Fig. 1: run 1, sizing map
The bar under the picture is 20 µm long.
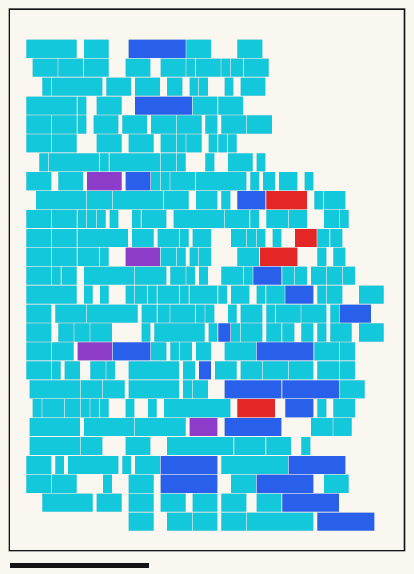
Fig. 2: run 1, register map, names as in the netlist
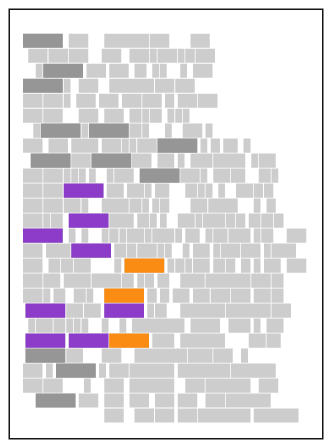
Fig. 3: run 1, signal metal coverage by tile
The bar under the picture is 20 µm long. 11 x 16 tiles, from dark purple (low) to yellow (high), scaled to the fullest tile. Values are wire area over tile area, all layers added.
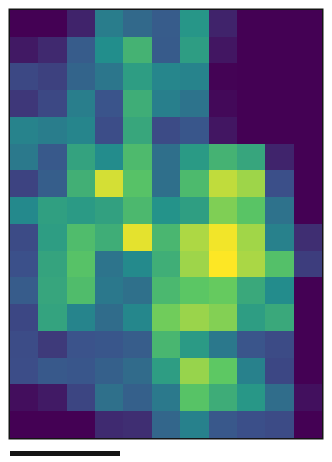
### config.mk
export PLATFORM = sky130hd
export DESIGN_NAME = demux8_scheduler
export DESIGN_NICKNAME = d
export VERILOG_FILES = /design/src/rtl/demux8_scheduler.sv
export SDC_FILE = /design/constraint.sdc
export NUM_CORES = 1
export LEC_CHECK = 0
export CAP_MARGIN = 20
export CORE_ASPECT_RATIO = 1.4
export CORE_MARGIN = 2
export CORE_UTILIZATION = 51
export DETAILED_ROUTE_END_ITERATION = 16
export GPL_TIMING_DRIVEN = 0
export HOLD_SLACK_MARGIN = 0.05
export PLACE_DENSITY = 0.92
export RECOVER_POWER = 50
export SETUP_SLACK_MARGIN = 0.1
export SYNTH_ARGS = -nofsm -noshare
export SYNTH_HDL_FRONTEND = slang
export SYNTH_SLANG_ARGS = --single-unit
### constraint.sdc
create_clock -name clk -period 7.47 [get_ports clk]
set_input_delay 1.494 -clock clk [delete_from_list [all_inputs] [get_ports clk]]
set_output_delay 1.494 -clock clk [all_outputs]
set_load 0.05 [all_outputs]
### src/rtl/demux8_scheduler.sv
// demux8_scheduler: single-entry front end for the 1-to-8 demux tree.
// Holds one word, steers it to a lane chosen by destination field or by a
// round-robin pointer over enabled lanes, and counts words discarded
// because their addressed lane is disabled.
module demux8_scheduler #(
  parameter int W = 8
) (
  input  logic         clk,
  input  logic         rst,
  input  logic         in_valid,
  output logic         in_ready,
  input  logic [W-1:0] in_data,
  input  logic [2:0]   in_dest,
  input  logic         rr_mode,
  input  logic [7:0]   lane_en,
  output logic [7:0]   out_valid,
  input  logic [7:0]   out_ready,
  output logic [W-1:0] out_data,
  output logic [2:0]   sel,
  output logic [7:0]   drop_cnt
);

  // First enabled lane at or after ptr, scanning upward with wrap.
  // Returns ptr when no lane is enabled; callers gate on |en.
  function automatic logic [2:0] rr_pick(input logic [2:0] ptr, input logic [7:0] en);
    logic [2:0] idx;
    logic       found;
    rr_pick = ptr;
    found   = 1'b0;
    for (int i = 0; i < 8; i++) begin
      idx = ptr + 3'(i);
      if (!found && en[idx]) begin
        rr_pick = idx;
        found   = 1'b1;
      end
    end
  endfunction

  logic         full_r;
  logic [W-1:0] data_r;
  logic [2:0]   sel_r;
  logic [2:0]   ptr_r;
  logic [7:0]   drop_r;

  logic         slot_free_s;
  logic         accept_s;
  logic         drop_s;
  logic         load_s;
  logic         done_s;
  logic [2:0]   lane_s;
  logic [2:0]   rr_lane_s;

  // Acceptance decision, lane choice and drop detection for the offered word.
  always_comb begin
    rr_lane_s   = rr_pick(ptr_r, lane_en);
    slot_free_s = !full_r || out_ready[sel_r];
    done_s      = full_r && out_ready[sel_r];
    if (rr_mode) begin
      in_ready = !rst && slot_free_s && (|lane_en);
      lane_s   = rr_lane_s;
    end else begin
      in_ready = !rst && slot_free_s;
      lane_s   = in_dest;
    end
    accept_s = in_valid && in_ready;
    drop_s   = accept_s && !rr_mode && !lane_en[in_dest];
    load_s   = accept_s && !drop_s;
  end

  // Holding register, lane select, round-robin pointer and drop counter.
  always_ff @(posedge clk) begin
    if (rst) begin
      full_r <= 1'b0;
      data_r <= '0;
      sel_r  <= 3'd0;
      ptr_r  <= 3'd0;
      drop_r <= 8'd0;
    end else begin
      if (load_s) begin
        full_r <= 1'b1;
        data_r <= in_data;
        sel_r  <= lane_s;
      end else if (done_s) begin
        full_r <= 1'b0;
      end else begin
        full_r <= full_r;
      end
      if (load_s && rr_mode) begin
        ptr_r <= lane_s + 3'd1;
      end else begin
        ptr_r <= ptr_r;
      end
      if (drop_s && (drop_r != 8'hFF)) begin
        drop_r <= drop_r + 8'd1;
      end else begin
        drop_r <= drop_r;
      end
    end
  end

  // Lane strobes decoded only from registered state so lanes see one-hot or zero.
  always_comb begin
    if (full_r) begin
      out_valid = 8'd1 << sel_r;
    end else begin
      out_valid = 8'd0;
    end
  end

  assign out_data = data_r;
  assign sel      = sel_r;
  assign drop_cnt = drop_r;

endmodule

==> run notes, run 1 <==
Quick summary of the implementation run below.

The source of the worst register-to-register timing path is ptr_r[1]. The buffer share of cell area came out at a little under a quarter. The share of the clock period used by the worst path came out at about 66%. The timing report gives the clock slew at the launch and capture registers of the worst setup and hold paths as 0.08 ns. The switching share of power is roughly 35%. The cell area after technology mapping came out at roughly 2000 µm². The number of max-cap violations is 0. The overall die height came out at between 70 and 80 µm. The sequential element share of the synthesized area came out at a little under a quarter. The fraction of power consumed by combinational cells came out at between 40% and 50%. The number of storage elements in the synthesis netlist is 23. The cell count after synthesis came out at 217. The largest fanout on the critical path came out at 8.

After synthesis, the share of flip-flops with an asynchronous set or reset is 0%. The total tool warning count came out at 27. The maximum number of pins on one net before global-route repair came out at 13. The clock-cell share of area came out at under 10%. The setup-violating endpoint count in the final report came out at 0. In the final layout, the multi-input gates occupy 1440 µm². The area of the placeable core came out at about 3700 µm². For the finished layout, the period the worst path requires is 4.93 ns. The filler cells instantiated in the layout total between 200 and 300. The placed instance count is approximately 320. The net count of the finished layout is around 320. The minimum setup slack after placement is around 2.3 ns. The number of nets still failing antenna checks after routing came out at 0. Per the OpenROAD timing report, the critical path contains 5 cells.

Among the non-sequential cells, multiplexers take the most area. For this run, the detailed router's first-pass iteration total came to 4. The number of antenna violations at the first check in global routing is 0. The transition at the pin with the smallest max-transition slack is about 0.67 ns. Once the clock tree was built, the resizer swapped 0 gates to a different size. The number of max-slew violations in the final report came out at 0. The xor and xnor area share after synthesis is ~5.3%.

For this run the top cell type by instance count after synthesis was sky130_fd_sc_hd__nor2_1. The slack of the worst reg-to-reg path came out at ~2.8 ns. The overall chip area came out at between 4000 and 5000 µm².

The share of final-layout standard cells stronger than drive strength 1 is approximately a tenth. Yosys mapped the design onto about 55 distinct sky130hd cell types. Setup repair after global routing left no endpoint under its margin. The startpoint of the worst setup timing path is lane_en[5]. The final weighted congestion in routability-driven placement came out at 0.911. The total power density per cell area came out at 140 nW/µm².

The required time of the critical path is about 6 ns. Yosys reports the multiplexer fraction of the synthesized area as ~29%. The flow ran to the end, and the final reports show no timing, DRC or antenna violations. The number of global-route vias before repair is 2015.

The total I/O pin count came out at 59. The worst hold slack after final layout came out at around 0.5 ns. The final count of hold timing violations came out at 0. Summed over all instances, the cell type with the most area after synthesis is sky130_fd_sc_hd__dfxtp_1. The peak clock frequency supported by timing came out at approximately 200 MHz.

The slowest cell on the critical path is sky130_fd_sc_hd__clkdlybuf4s50_1. At floorplan, the net count of the design was reported as 252. Excluding fillers, the count of instances in the completed layout stands at approximately 320. The global-route wire length before repair came out at around 9000 µm.

The clock share of power is around 20%. The number of flip-flops and latches is 23. The tally of clock buffers in the finished layout came out at 4. The routed via count divided by cell count came out at around 6.

Ranked by total cell area, the synthesized netlist is headed by sky130_fd_sc_hd__dfxtp_1 (23%), sky130_fd_sc_hd__mux4_2 (14%), sky130_fd_sc_hd__nor2_1 (6.3%). Before placement the cells fill between 50 and 60% of the core. The clock latency of the later-clocked register in the worst-skew pair came out at 0.26 ns. The worst setup path is launched from a primary input. After Yosys synthesis, full adders, half adders and majority gates account for under 10% of the synthesized area. In this run the critical path is formed by clkdlybuf4s50_1 -> nor3_1 -> a41o_1 -> nor2_1 -> clkdlybuf4s50_1. The total CTS buffers is 3. The peak per-stage delay on the critical path came out at ~0.8 ns. Yosys mapped a number of flops with a built-in enable equal to 0. The yosys stat cell total came out at about 220. After Yosys synthesis, AND-OR and OR-AND compound gates account for about 14% of the synthesized area. In the final layout, multi-input gates take up 54.2% of the cell area. The classification of the worst setup path is in2out.

The proportion of netlist area held by the largest area contributor is between 20% and 30%. The most common cell type on the critical path is sky130_fd_sc_hd__clkdlybuf4s50_1. The commonest cells after synthesis are sky130_fd_sc_hd__nor2_1 (33), sky130_fd_sc_hd__nand2_1 (25), sky130_fd_sc_hd__dfxtp_1 (23). The post-synthesis simple-gate area fraction came out at between 20 and 25%. The clock arrives with around 0.0028 ns of skew. STA shows the worst min-delay path finishing at out_data[4]. The global-route congestion overflow total came out at 0. Together, buffers and inverters on the worst path number 2. The number of buffers between clock root and the deepest sink is 2. STA classifies the critical path endpoint as an output port.

The detailed-placement wirelength estimate came out at 4220 µm. The final total negative setup slack is 0 ns.
-- Fig. 1 (at the start) --
- blue: drive 2 (cells 21; most used mux4_2)
- red: drive 3 to 4 (cells 4; most used mux2_4)
- cyan: drive 1 or less (cells 250)
- purple: drive 6 and up (cells 4; most used clkbuf_8)
min setup slack post-route: 2.54 ns
growth of design area from synthesis to finish: 34.3%
Final Instance Area: 2660 µm²
number of non-clock buffers: 69

-- Fig. 2 (at the start) --
- orange: ptr_r (placed flops 3)
- purple: drop_cnt (placed flops 8)
- not colored: 12
sequential share of cell area: 17.3%
sequential cell area in the final layout: 460 µm²
Layout Utilization: 72.2%
power of the sequential group: 0.133 mW

-- Fig. 3 (at the start) --
- mean over tiles: 0.19
- fullest tile: 0.52
- densest ninth of the die: middle
- emptiest ninth of the die: top right
- tiles over half the peak: 34%
- nearly empty tiles: 17%
post-detailed-route wirelength per cell: 16.8 µm
total routed wirelength: 5390 µm
Global Route Usage Sum: 25.2%
Vias: 1983

run 1: layer usage:
metal	up-vias	wire, µm	part of all wire [%]	GRT usage, %
met5	-	0	0	0
met4	0	115	2.1	7.86
met3	13	227	4.2	2.50
met2	71	3030	56	48.7
met1	967	2020	37	27.9
li1	932	-	-	-
run 1: metrics by stage:
step / area [µm²] / total power, mW
after CTS: 2660 / 0.374
after global placement: 2610 / 0.294
after detailed placement: 2610 / 0.299
after global routing: 2660 / 0.392
final: 2660 / 0.372
after floorplan: 1980 / 0.249
run 1: worst max-delay path by stage:
| stage | to | slack [ns] |
|---|---|---|
| finish | in_ready | 2.54 |
| global route | ptr_r[2] | 2.31 |
| CTS | in_ready | 2.56 |
| detailed placement | ptr_r[2] | 2.34 |
| global placement | ptr_r[2] | 2.42 |
| floorplan | ptr_r[2] | 3.30 |
==> inputs of run 2 (changes only) <==
Settings changed: CORE_UTILIZATION 51 to 48, PLACE_DENSITY 0.92 to 0.87.
Clock period 7.47 ns to 4.7 ns, I/O delays scaled along.
Fig. 4: run 2, cell outlines without signal wires
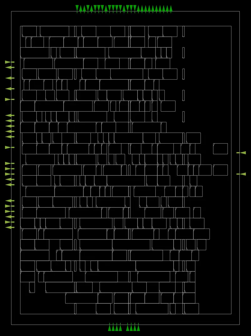
number of core rows: 27
Layout Utilization: 67.2%
sequential share of cell area: 17.3%
core outline area: 3950 µm²

==> run notes, run 2 <==
Quick summary of the implementation run below.

By startpoint and endpoint, the worst setup path is classified as reg2reg. The overall chip area is 4660 µm² (+5.9%). The clock latency of the later-clocked register in the worst-skew pair is 0.26 ns (about the same). The net count of the mapped netlist is 252 (unchanged). The sum of buffers and inverters on the critical path came to 2 (unchanged). The clock skew is 0.00380 ns (+0.00101 ns).

The final count of hold timing violations came out at 0 (unchanged). The proportion of netlist area held by the largest area contributor is 23.3% (unchanged). The total global-route track usage came out at 23.7% (-1.5 points). The final standard cell area without fillers is 2660 µm² (about the same). The critical path starts at ptr_r[1]. The critical path startpoint category is a register.

The pre-placement core utilization is 50.0% (-3.8 points). The maximum number of pins on one net before global-route repair is 13 (unchanged). The post-detailed-placement cell area is 2610 µm² (about the same). The filler-free cell count of the finished design is 321 (unchanged). The nature of the critical path endpoint is a register. STA shows the worst min-delay path finishing at out_data[1]. The instance tally after logic synthesis is 217 (unchanged). The via total after detailed routing is 1956 (-1.4%). The yosys stat cell total came out at 217 (unchanged). The switching share of power was 35.3% (-0.071 points). The cell area after technology mapping was 1980 µm² (unchanged). Looking at area per cell type in the netlist, the leader is sky130_fd_sc_hd__dfxtp_1. The routed length per instance is 16.3 µm (-2.7%). The slack of the critical path was 0.345 ns (-2.20 ns). The final weighted congestion in routability-driven placement came out at 0.918 (+0.77%). The sequential element share of the synthesized area came out at 23.3% (unchanged). The synthesis run shows the most used standard cells to be sky130_fd_sc_hd__nor2_1 (33), sky130_fd_sc_hd__nand2_1 (25), sky130_fd_sc_hd__dfxtp_1 (23). The global-route wire length before repair came out at 8760 µm (-2.9%). The run finished with clean final reports. Per the detail_route log, the uppermost layer with routed signals is met4. Walking the worst path, the cells encountered are buf_2 -> inv_1 -> ha_2 -> mux4_2 -> mux2i_1 -> a22o_1 -> nand2_1 -> o22a_1 -> a2111oi_1 -> nor2_1 -> ha_1 -> or3_1 -> a311oi_1.

The met3 global-route usage came to 2.43% (-0.069 points). The worst hold slack after final layout is 0.493 ns (-0.00634 ns). Setup repair after global routing left no endpoint under its margin. The routed wire length is 5250 µm (-2.7%). The total power density per cell area came out at 223 nW/µm² (+59%). The total I/O pin count came out at 59 (unchanged). The logic depth of the worst setup path including buffers is 13 (+8).

The peak clock frequency supported by timing came out at 230 MHz. The clock transition at the registers of the reported paths is 0.07 ns (about the same). The peak per-stage delay on the critical path came to 0.56 ns (-0.25 ns). The total of cells resized after clock tree synthesis is 1 (+1).

The global-route congestion overflow total came out at 0 (unchanged). The signed area change from the synthesized netlist to the final layout came out at 34.4% (about the same). The power consumption is 0.593 mW (+59%). The number of storage elements in the synthesis netlist came out at 23 (unchanged). The share of final-layout standard cells stronger than drive strength 1 came to 10.8% (+0.40 points). The met3 routed wirelength is 240 µm (+5.7%). The post-synthesis cell type with the largest instance count is sky130_fd_sc_hd__nor2_1. The placed instance count is 318 (+0.32%). The count of flip-flops with a built-in enable after synthesis came out at 0 (unchanged). The detailed-placement wirelength estimate came to 4220 µm (about the same).

The length of routed wiring on met1 is 2000 µm (-1.1%). The share of synthesized registers carrying an async set or reset is 0% (unchanged). The routed via count divided by cell count is 6.09 (-1.4%).

The number of max-slew violations in the final report is 0 (unchanged). The post-synthesis simple-gate area fraction came out at 22.3% (unchanged). The setup-violating endpoint count in the final report is 0 (unchanged). The total CTS buffers is 3 (unchanged).

In this run the worst setup path terminates at ptr_r[2]. In this run the critical register-to-register path is launched from ptr_r[1]. In the post-synthesis netlist, the biggest area contributors are sky130_fd_sc_hd__dfxtp_1 (23%), sky130_fd_sc_hd__mux4_2 (14%), sky130_fd_sc_hd__nor2_1 (6.3%). The critical path's slowest stage uses the library cell sky130_fd_sc_hd__mux4_2. The fraction of power consumed by combinational cells came out at 43.8% (-0.3 points). The post-synthesis share of cell area spent on and-or and or-and gates is 13.8% (unchanged). The slack of the worst reg-to-reg path was 0.35 ns (-2.43 ns).

The number of antenna violations at the first check in global routing came out at 0 (unchanged). The met1 usage in global routing is 26.7% (-1.2 points).
Fig. 5: run 2, routed clock nets over the placement
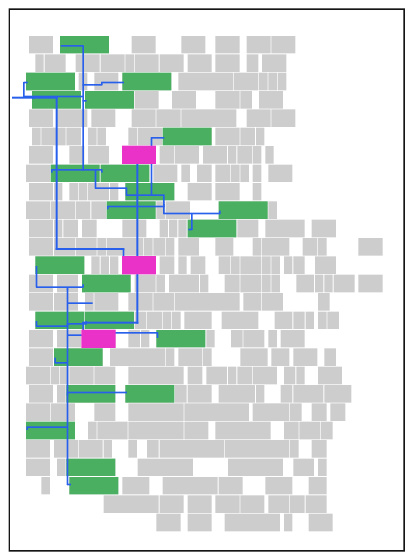
- magenta: cells driving clock nets (count 3)
- blue: clock wires (length 261 µm)
- green: flip-flops (count 23)
- routed clock nets: 4

-- run 2: cell counts after synthesis --
Identical to the previous run, type by type.
-- run 2: area by class of cell --
class,instances,area [µm²]
plain buffers,10,47.5
clock buffers,4,45.0
fillers,305,1300
inverters,7,26.3
multi-input cells,176,1440
flip-flops and latches,23,460
well taps,43,53.8
repair buffers,58,581
-- run 2: power groups by stage --
stage | Combinational, mW | Sequential [mW] | Clock, mW
2_1_floorplan | 0.159 | 0.236 | 0
3_3_place_gp | 0.253 | 0.216 | 0
3_5_place_dp | 0.258 | 0.216 | 0
4_1_cts | 0.259 | 0.212 | 0.122
5_1_grt | 0.281 | 0.213 | 0.130
6_report | 0.260 | 0.212 | 0.121
==> inputs of run 3 (changes only) <==
Settings changed: ABC_CLOCK_PERIOD_IN_PS from default to 4700.
Fig. 6: run 3, register map, names as in the netlist
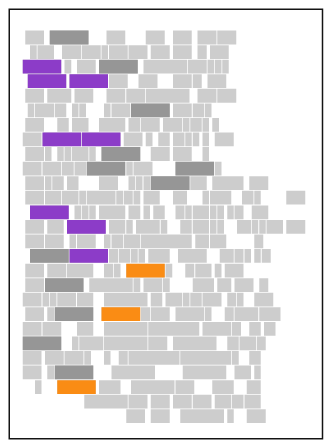
- orange: ptr_r (placed flops 3)
- purple: drop_cnt (placed flops 8)
- not colored: 12
power of the sequential group: 0.212 mW

==> run notes, run 3 <==
Quick summary of the implementation run below.

The post-synthesis cell type with the largest instance count is sky130_fd_sc_hd__nor2_1. Per the synthesis report, the adder-cell share of the synthesized area is 2.53%. The post-synthesis share of cell area spent on and-or and or-and gates is 13.8% (unchanged). The slack of the worst reg-to-reg path came out at 0.35 ns (about the same). The startpoint of the worst setup timing path is ptr_r[1]. The clock latency of the later-clocked register in the worst-skew pair is 0.26 ns (about the same). The final count of hold timing violations came out at 0 (unchanged). The logic share of the area is 54.3% (unchanged). The area of the placeable core came out at 3950 µm² (unchanged).

The power consumption came to 0.593 mW (unchanged). The routed via count divided by cell count came to 6.09 (unchanged). The share of final-layout standard cells stronger than drive strength 1 is 10.8% (unchanged). The routed length per instance came out at 16.3 µm (unchanged). The highest signal layer in the routed design is met4. The routed wire length came to 5250 µm (unchanged). The met3 global-route usage is 2.43% (unchanged).

The core occupancy in the finished layout is 67.2% (unchanged). The yosys stat cell total was 217 (unchanged). The via total after detailed routing is 1956 (unchanged). The tally of clock buffers in the finished layout came out at 4 (unchanged). The sequential element share of the synthesized area was 23.3% (unchanged). The clock-cell share of area is 1.70% (unchanged). The met1 usage in global routing came out at 26.7% (unchanged).

The length of routed wiring on met1 is 2000 µm (unchanged). The number of max-slew violations in the final report came out at 0 (unchanged). The number of cell rows is 27 (unchanged).

The number of antenna violations at the first check in global routing came out at 0 (unchanged). In the hold report, the worst path ends at out_data[1]. STA classifies the critical path startpoint as a register.

The logic depth of the worst setup path including buffers is 13 (unchanged). Sorting the synthesized cells by how often they occur yields sky130_fd_sc_hd__nor2_1 (33), sky130_fd_sc_hd__nand2_1 (25), sky130_fd_sc_hd__dfxtp_1 (23). The clock transition at the registers of the reported paths is 0.07 ns (about the same). The run finished with clean final reports. For reference, the top cells by area after synthesis are sky130_fd_sc_hd__dfxtp_1 (23%), sky130_fd_sc_hd__mux4_2 (14%), sky130_fd_sc_hd__nor2_1 (6.3%). The global-route congestion overflow total came out at 0 (unchanged).

The final weighted congestion in routability-driven placement is 0.918 (unchanged). The net count of the mapped netlist came to 252 (unchanged). The register share of the cell area is 17.3% (unchanged). The commonest register cell is sky130_fd_sc_hd__dfxtp_1. For the worst reg-to-reg path, the startpoint reported by OpenROAD is ptr_r[1]. The peak per-stage delay on the critical path came out at 0.56 ns (about the same). The sum of buffers and inverters on the critical path is 2 (unchanged). For reference, the critical path is captured by ptr_r[2].

The cell area after technology mapping is 1980 µm² (unchanged). The signal on the critical path passes through buf_2 -> inv_1 -> ha_2 -> mux4_2 -> mux2i_1 -> a22o_1 -> nand2_1 -> o22a_1 -> a2111oi_1 -> nor2_1 -> ha_1 -> or3_1 -> a311oi_1. The total CTS buffers came out at 3 (unchanged).

The total I/O pin count came out at 59 (unchanged). The instance tally after logic synthesis was 217 (unchanged). The number of multi-input logic gates is 176 (unchanged).

STA classifies the critical path endpoint as a register. The count of flip-flops with a built-in enable after synthesis came out at 0 (unchanged). Setup repair after global routing left no endpoint under its margin. The clock skew is 0.00380 ns (unchanged). The global-route wire length before repair came to 8760 µm (unchanged). The number of storage elements in the synthesis netlist is 23 (unchanged). By startpoint and endpoint, the worst setup path is classified as reg2reg. The signed area change from the synthesized netlist to the final layout is 34.4% (unchanged).

The count of nets after finishing is around 310. The met2 track demand over resource in global routing came out at a little over two fifths. The total power density per cell area is 223 nW/µm² (unchanged).

The biggest slice of the area belongs to combinational gates. The overall chip area is 4660 µm² (unchanged). The met3 routed wirelength is 240 µm (unchanged).

The proportion of netlist area held by the largest area contributor is 23.3% (unchanged). The maximum number of pins on one net before global-route repair came to 13 (unchanged). The total global-route track usage came out at 23.7% (unchanged). The pre-placement core utilization came out at 50.0% (unchanged).
Fig. 7: run 3, cell outlines without signal wires
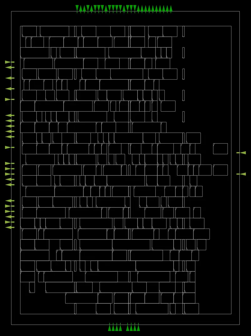
Fillers: 305
layout sequential cell count: 23
Tap Cells: 43
post-route insts no fill: 321

run 3: timing repair:
item | CTS | global route
gates resized | 1 | 1
hold buffers | 0 | 0
endpoints found under the setup margin | 1 | 1
run 3: metrics by stage:
step | std cells | instance area [µm²] | hold slack (ns) | setup WS, ns
finish | 321 | 2660 | 0.493 | 0.345
global route | 321 | 2660 | 0.536 | 0.111
CTS | 322 | 2660 | 0.505 | 0.152
detailed placement | 318 | 2610 | 0.486 | 0.0881
global placement | 318 | 2610 | 0.474 | 0.204
floorplan | 217 | 1980 | 0.653 | 0.764
run 3: power by group:
group / internal (mW) / switching, mW
sequential: 0.203 / 0.00869
combinational: 0.120 / 0.140
clock: 0.0605 / 0.0605
total: 0.383 / 0.209
No activity file was given, so power comes from the tool's default toggle rates.
